File: src/rtl/fwd_hazard_unit.sv
// Operand forwarding and load-use hazard detection for the in-order pipeline.
// A DEPTH-entry shift scoreboard tracks in-flight destinations; the youngest match wins.
module fwd_hazard_unit #(
    parameter int unsigned  DATA_W   = 32,
    parameter int unsigned  REG_AW   = 5,
    parameter int unsigned  DEPTH    = 3,
    parameter int unsigned  LOAD_LAT = 1,
    parameter bit           ZERO_REG = 1'b1,
    localparam int unsigned SEL_W    = $clog2(DEPTH + 1)
) (
    input  logic                    clk,
    input  logic                    rst,
    input  logic                    id_valid,
    input  logic [REG_AW-1:0]       id_src_a,
    input  logic [REG_AW-1:0]       id_src_b,
    input  logic                    id_use_a,
    input  logic                    id_use_b,
    input  logic [REG_AW-1:0]       id_dst,
    input  logic                    id_wr_en,
    input  logic                    id_is_load,
    input  logic                    flush,
    input  logic [DATA_W-1:0]       rf_data_a,
    input  logic [DATA_W-1:0]       rf_data_b,
    input  logic [DEPTH*DATA_W-1:0] stage_data,
    output logic [DATA_W-1:0]       op_a,
    output logic [DATA_W-1:0]       op_b,
    output logic [SEL_W-1:0]        fwd_sel_a,
    output logic [SEL_W-1:0]        fwd_sel_b,
    output logic                    stall,
    output logic [15:0]             stall_cnt
);

    logic [DEPTH-1:0]  entVld;
    logic [DEPTH-1:0]  entLoad;
    logic [REG_AW-1:0] entDst [DEPTH];
    logic              hazA;
    logic              hazB;
    logic              issue;

    // Oldest-to-youngest scan so the youngest matching entry overrides older ones.
    always_comb begin
        fwd_sel_a = '0;
        fwd_sel_b = '0;
        hazA      = 1'b0;
        hazB      = 1'b0;
        for (int unsigned i = DEPTH; i > 0; i--) begin
            if (entVld[i-1] && entDst[i-1] == id_src_a) begin
                fwd_sel_a = SEL_W'(i);
                hazA      = entLoad[i-1] && (i <= LOAD_LAT);
            end
            if (entVld[i-1] && entDst[i-1] == id_src_b) begin
                fwd_sel_b = SEL_W'(i);
                hazB      = entLoad[i-1] && (i <= LOAD_LAT);
            end
        end
        if (rst || !id_use_a || (ZERO_REG && id_src_a == '0)) begin
            fwd_sel_a = '0;
            hazA      = 1'b0;
        end
        if (rst || !id_use_b || (ZERO_REG && id_src_b == '0)) begin
            fwd_sel_b = '0;
            hazB      = 1'b0;
        end

        op_a = rf_data_a;
        op_b = rf_data_b;
        for (int unsigned i = 1; i <= DEPTH; i++) begin
            if (fwd_sel_a == SEL_W'(i)) op_a = stage_data[(i-1)*DATA_W +: DATA_W];
            if (fwd_sel_b == SEL_W'(i)) op_b = stage_data[(i-1)*DATA_W +: DATA_W];
        end

        stall = id_valid && !flush && !rst && (hazA || hazB);
        issue = id_valid && id_wr_en && !stall && !flush && !(ZERO_REG && id_dst == '0);
    end

    always_ff @(posedge clk) begin
        if (rst) begin
            entVld    <= '0;
            entLoad   <= '0;
            stall_cnt <= '0;
        end else begin
            for (int unsigned i = DEPTH - 1; i > 0; i--) begin
                entVld[i]  <= entVld[i-1];
                entLoad[i] <= entLoad[i-1];
            end
            entVld[0]  <= issue;
            entLoad[0] <= issue && id_is_load;
            if (stall && stall_cnt != '1) stall_cnt <= stall_cnt + 16'd1;
        end
    end

    // Destinations are only meaningful alongside entVld, so they shift without reset.
    always_ff @(posedge clk) begin
        for (int unsigned i = DEPTH - 1; i > 0; i--) begin
            entDst[i] <= entDst[i-1];
        end
        entDst[0] <= id_dst;
    end

endmodule

File: config.mk
export PLATFORM = sky130hd
export DESIGN_NAME = fwd_hazard_unit
export DESIGN_NICKNAME = d
export VERILOG_FILES = /design/src/rtl/fwd_hazard_unit.sv
export SDC_FILE = /design/constraint.sdc
export NUM_CORES = 1
export LEC_CHECK = 0
export CORE_AREA = 2 2 105 107
export DETAILED_ROUTE_END_ITERATION = 10
export DIE_AREA = 0 0 107 109
export PLACE_DENSITY = 0.83
export REMOVE_ABC_BUFFERS = 1
export SLEW_MARGIN = 20
export SYNTH_ARGS = -nofsm -noshare
export SYNTH_HDL_FRONTEND = slang
export SYNTH_SLANG_ARGS = --single-unit
File: constraint.sdc
create_clock -name clk -period 3.3 [get_ports clk]
set_clock_uncertainty 0.1 [all_clocks]
set_input_delay 0.66 -clock clk [delete_from_list [all_inputs] [get_ports clk]]
set_output_delay 0.66 -clock clk [all_outputs]
set_load 0.02 [all_outputs]
==> results.cfg, run 1 <==
; physical design summary
[sta]
setup_viol = 0
worst_hold_slack_ps = 300
fin_setup_tns_ps = 0
worst_pin_slew_ps = 340
relSlewSlack_pct = 77.1
finalCritPeriodShare_pct = 98.9
drv_slew = 0
worst_slack_ps = 37.2
final_hold_viol_count = 0
clock.fmax_mhz = 306
fin_crit_ps = 3260

[critical_path]
max_stage_delay_ps = 320
endpoint_kind = output port
crit_cells = 10
r2r_cells = 9
r2r-end = stall_cnt[11]
crit_family = simple AND/OR/NAND/NOR gates
cp-endpoint = op_a[27]
crit_start = id_src_a[2]
critPathMaxFanout = 6
start_kind = input pin
crit_top_cell = buf_4
cp_cell_sequence = buf_4, xor2_2, nor4_4, and4_4, buf_12, bufbuf_16, nand2_1, and3_1, o21ai_1, buf_4
regToRegSetupSlack_ps = 670
slowest_stage = and4_4
critical_path_buf_inv_count = 4
crit_required_ps = 2540
critPathKind = input pin to output port
crit_arrival_ps = 2500
r2r-start = entDst[0][2]

[cells_and_area]
final-seq-area_um2 = 701
drive_gt1_share_pct = 21.3
nonClkBufAreaFrac_pct = 44.6
layout.area.comb_um2 = 3050
largest-register = stall_cnt
n_all_inverters = 1
clock_buffers = 5
dominant_cells = buffers
final_core_util_pct = 68.5
n_fill_cell = 935
insertedDiodeCount = 2
clkCellAreaFrac_pct = 1.22
comb_cells = 540
seq_share_pct = 9.65
final_cell_mix = 198 x nand2_1, 186 x clkdlybuf4s50_1, 83 x buf_4
layout.nets = 1107
biggestRegsByFlops = stall_cnt x16, entDst x15, entVld x3
area_growth_pct = 92.0
seq_cell_count = 35
final_cell_area_um2 = 7260
largest_register_ffs = 16

[power_and_ir_drop]
switching_share_pct = 29.6
ir_drop_uv = 353
power_w = 0.00126
leakagePower_nw = 3.05
seq_power_share_pct = 35.3
p_clk_share_pct = 24.2
powerSeq_w = 0.000446
switchingPower_w = 0.000374
comb_power_share_pct = 40.5
combinationalPower_w = 0.000512
power_density_nw_per_um2 = 174
intPower_w = 0.000891

[floorplan]
tap_cells = 140
chip_area_um2 = 11700
rows = 38
pin_count = 268
coreArea_um2 = 10600

[synth]
adder_share_pct = 0.331
synthXorXnorAreaFrac_pct = 9.27
syn_area_um2 = 3780
synth_seq_share_pct = 18.5
yosys-top-cells-count = 200 x nand2_1, 80 x o21ai_0, 69 x and3_1, 53 x o21ai_1, 35 x dfxtp_1
synth_flops = 35
simple_gate_share_pct = 42.7
logic_family = simple AND/OR/NAND/NOR gates
mux_share_pct = 0.265
yosysTopAreaCell = nand2_1
yosysChipArea_um2 = 3780
topCellsByArea = nand2_1 20%, dfxtp_1 19%, and3_1 11%, o21ai_0 11%, o21ai_1 7.0%
ys_warn_count = 0
top_cell_area_share_pct = 19.9
ys_cells = 618
aoi_share_pct = 23.8
synth-edff-count = 0
yosysUniqueCellTypes = 47
async_flop_share_pct = 0
synth.avg_cell_area_um2 = 6.12
synthCells = 618
synth_top_flop_cell = dfxtp_1

[place]
dp.cells = 1034
dp_hpwl_mm = 13.8
globalplace.congestion = 0.932
place_area_um2 = 6960
dp_slack_ps = -810

[drt]
highest_layer = met5
drt_first_pass_iters = 6
wl_met1_mm = 7.43
vias_per_cell = 5.40
drc = 0
wl_met2_mm = 8.95
drt_iter0_markers = 432
wl_met3_mm = 1.92
ant_nets = 0

[flow_run]
cap_viol_max_count = 0
warnings = 26

[clocking]
post_cts_buffers = 10
clock_latency_ps = 290
cts_root_buf = clkbuf_8
cts_buffers = 5
cts_buffer_depth = 2
clkTransAtPathRegs_ps = 80
cts_tree = built
cts.sinks = 35
htreeDepth = 2
hold_buffers = 0
cts_resized = 353

[run_status]
outcome = finished, final reports clean

[grt]
antenna_found_initial = 3
grt_max_degree = 41
grt_use_met3_pct = 7.23
busiest_layer = met2
grt.met2_usage_pct = 52.7
globalRoute.totalOverflow = 0
grt_pass1_vias = 5246
globalRouteMet1Util_pct = 37.3

[hold_path]
whs_path_depth = 0
hold_end = entDst[0][13]
hold_path.class = flip-flop to flip-flop
hold_start = entDst[0][8]
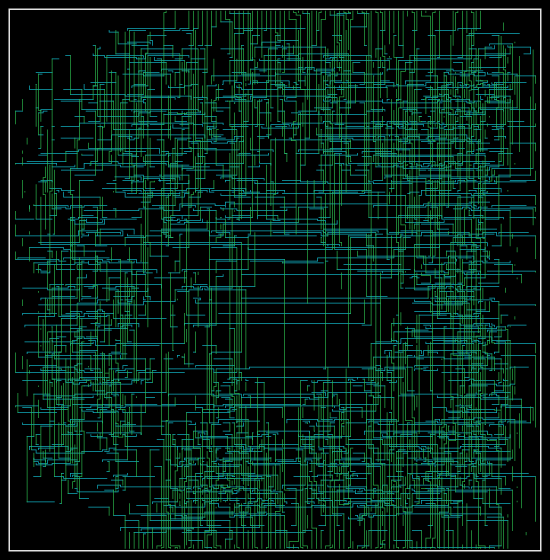
run_1/layers.png
Only two layers are drawn.
colour	layer	wire length
cyan	M1	7,430 um
green	M2	8,950 um
Routed WL per cell: 18.0 um
vias post-DR: 5,759
overall routing resource usage: 31.0%
wirelength, routed: 19.2 mm

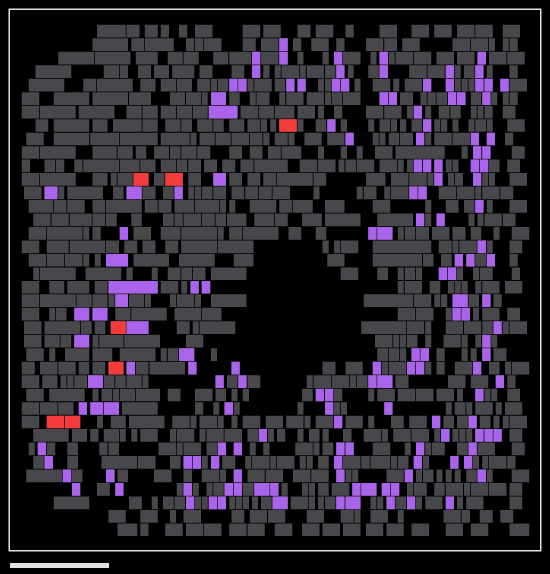
run_1/gates.png
Scale bar: 20 um.
colour	family	cells	most used
red	non-inverting ao/oa cells	7	a211o_1
purple	aoi and oai cells	153	o21ai_0
Finished Layout Cells: 1,066
Comb/total area: 42.0%
most numerous logic cell after layout: nand2_1

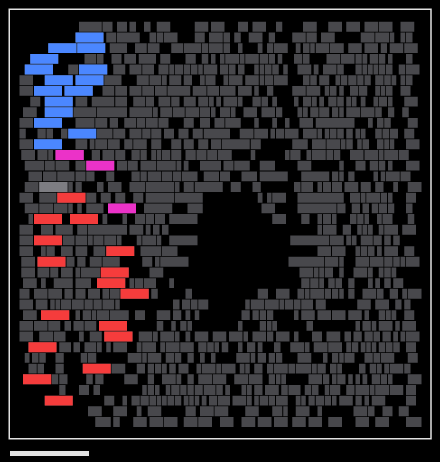
run_1/ff_map.png
Scale bar: 20 um.
colour	signal	placed flops
blue	entDst	15
red	stall_cnt	16
magenta	entVld	3

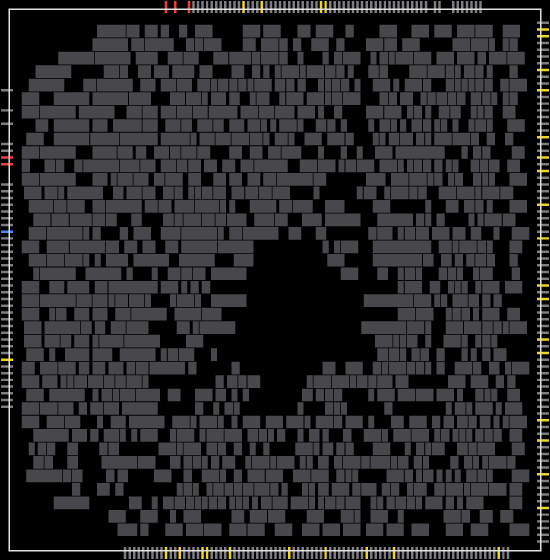
run_1/pinout.png
Pins as bars across the die edge, other pins in grey.
colour	port	pins	direction	edge
blue	id_is_load	1	input	left
red	id_src_a	5	input	3 top, 2 left
yellow	rf_data_a	32	input	17 right, 10 bottom, 4 top, 1 left
all pins by edge	85 bottom, 78 right, 64 top, 41 left
DIE WIDTH: 107 um
Port Buffers: 267

==> run 1 -> run 2 <==
- CAP_MARGIN: default -> 20
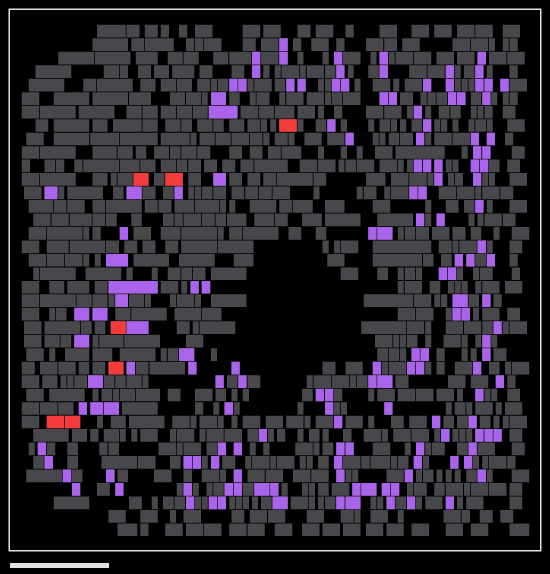
run_2/gates.png
Scale bar: 20 um.
colour	family	cells	most used
purple	aoi and oai cells	153	o21ai_0
red	non-inverting ao/oa cells	7	a211o_1

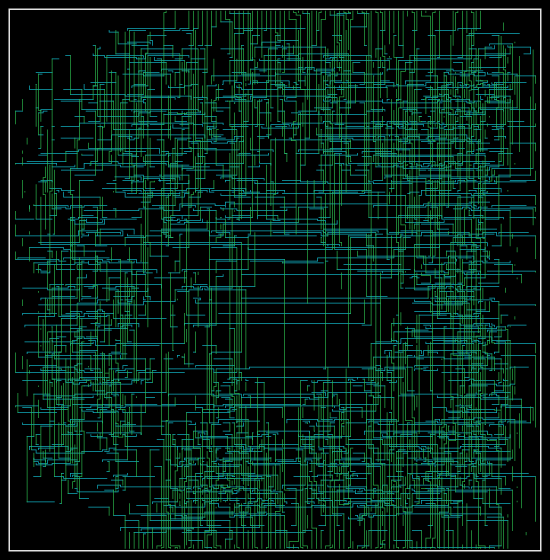
run_2/layers.png
Only two layers are drawn.
colour	layer	wire length
cyan	M1	7,430 um
green	M2	8,950 um

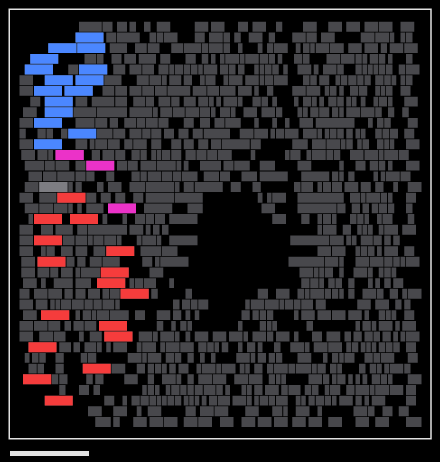
run_2/ff_map.png
Scale bar: 20 um.
colour	signal	placed flops
magenta	entVld	3
red	stall_cnt	16
blue	entDst	15

==> run 2 against run 1 <==
Compared with the run above:
- sequential share of layout area stayed put
- design area stayed put
- register-to-register slack hardly changed
- die area stayed put
- synthesized cell count stayed put
- fmax stayed put
- flip-flop count stayed put
==> results.cfg, run 2 <==
; physical design summary
[sta]
fin_setup_tns_ps = 0
relSlewSlack_pct = 77.1
fin_crit_ps = 3260
worst_hold_slack_ps = 300
drv_slew = 0
setup_viol = 0
final_hold_viol_count = 0
clock.fmax_mhz = 306

[cells_and_area]
clkCellAreaFrac_pct = 1.22
layout.nets = 1107
largest_register_ffs = 16
n_fill_cell = 935
clock_buffers = 5
biggestRegsByFlops = stall_cnt x16, entDst x15, entVld x3
comb_cells = 540
final_cell_mix = 198 x nand2_1, 186 x clkdlybuf4s50_1, 83 x buf_4
seq_share_pct = 9.65
dominant_cells = buffers
instances_no_fill = 1066
comb_share_pct = 42.0

[critical_path]
r2r-start = entDst[0][2]
slowest_stage = and4_4
max_stage_delay_ps = 320
crit_arrival_ps = 2500
critPathMaxFanout = 6
crit_required_ps = 2540
crit_cells = 10
cp_cell_sequence = buf_4, xor2_2, nor4_4, and4_4, buf_12, bufbuf_16, nand2_1, and3_1, o21ai_1, buf_4
endpoint_kind = output port
crit_start = id_src_a[2]
crit_top_cell = buf_4

[drt]
ant_nets = 0
highest_layer = met5
vias = 5759
wl_met2_mm = 8.95
drt_iter0_markers = 432
avgRoutedWirePerCell_um = 18.0
drc = 0

[place]
dp_hpwl_mm = 13.8
dp.cells = 1034
dp_slack_ps = -810
io_buffers = 267
place_area_um2 = 6960

[synth]
logic_family = simple AND/OR/NAND/NOR gates
yosysChipArea_um2 = 3780
yosys-top-cells-count = 200 x nand2_1, 80 x o21ai_0, 69 x and3_1, 53 x o21ai_1, 35 x dfxtp_1
synth_top_flop_cell = dfxtp_1
mux_share_pct = 0.265
async_flop_share_pct = 0
synthXorXnorAreaFrac_pct = 9.27
synth_flops = 35
aoi_share_pct = 23.8
yosysUniqueCellTypes = 47
ys_warn_count = 0
topCellsByArea = nand2_1 20%, dfxtp_1 19%, and3_1 11%, o21ai_0 11%, o21ai_1 7.0%
syn_area_um2 = 3780
adder_share_pct = 0.331
synth-edff-count = 0
top_cell_area_share_pct = 19.9

[floorplan]
tap_cells = 140
chip_area_um2 = 11700
die_w_um = 107

[clocking]
cts_buffer_depth = 2
post_cts_buffers = 10
cts_tree = built
cts.sinks = 35
clock_latency_ps = 290
clkTransAtPathRegs_ps = 80

[power_and_ir_drop]
ir_drop_uv = 353
power_w = 0.00126
combinationalPower_w = 0.000512

[grt]
busiest_layer = met2
antenna_found_initial = 3
grt.met2_usage_pct = 52.7
globalRoute.totalOverflow = 0
grt_usage_pct = 31.0
grt_max_degree = 41

[flow_run]
warnings = 26
cap_viol_max_count = 0

[run_status]
outcome = finished, final reports clean
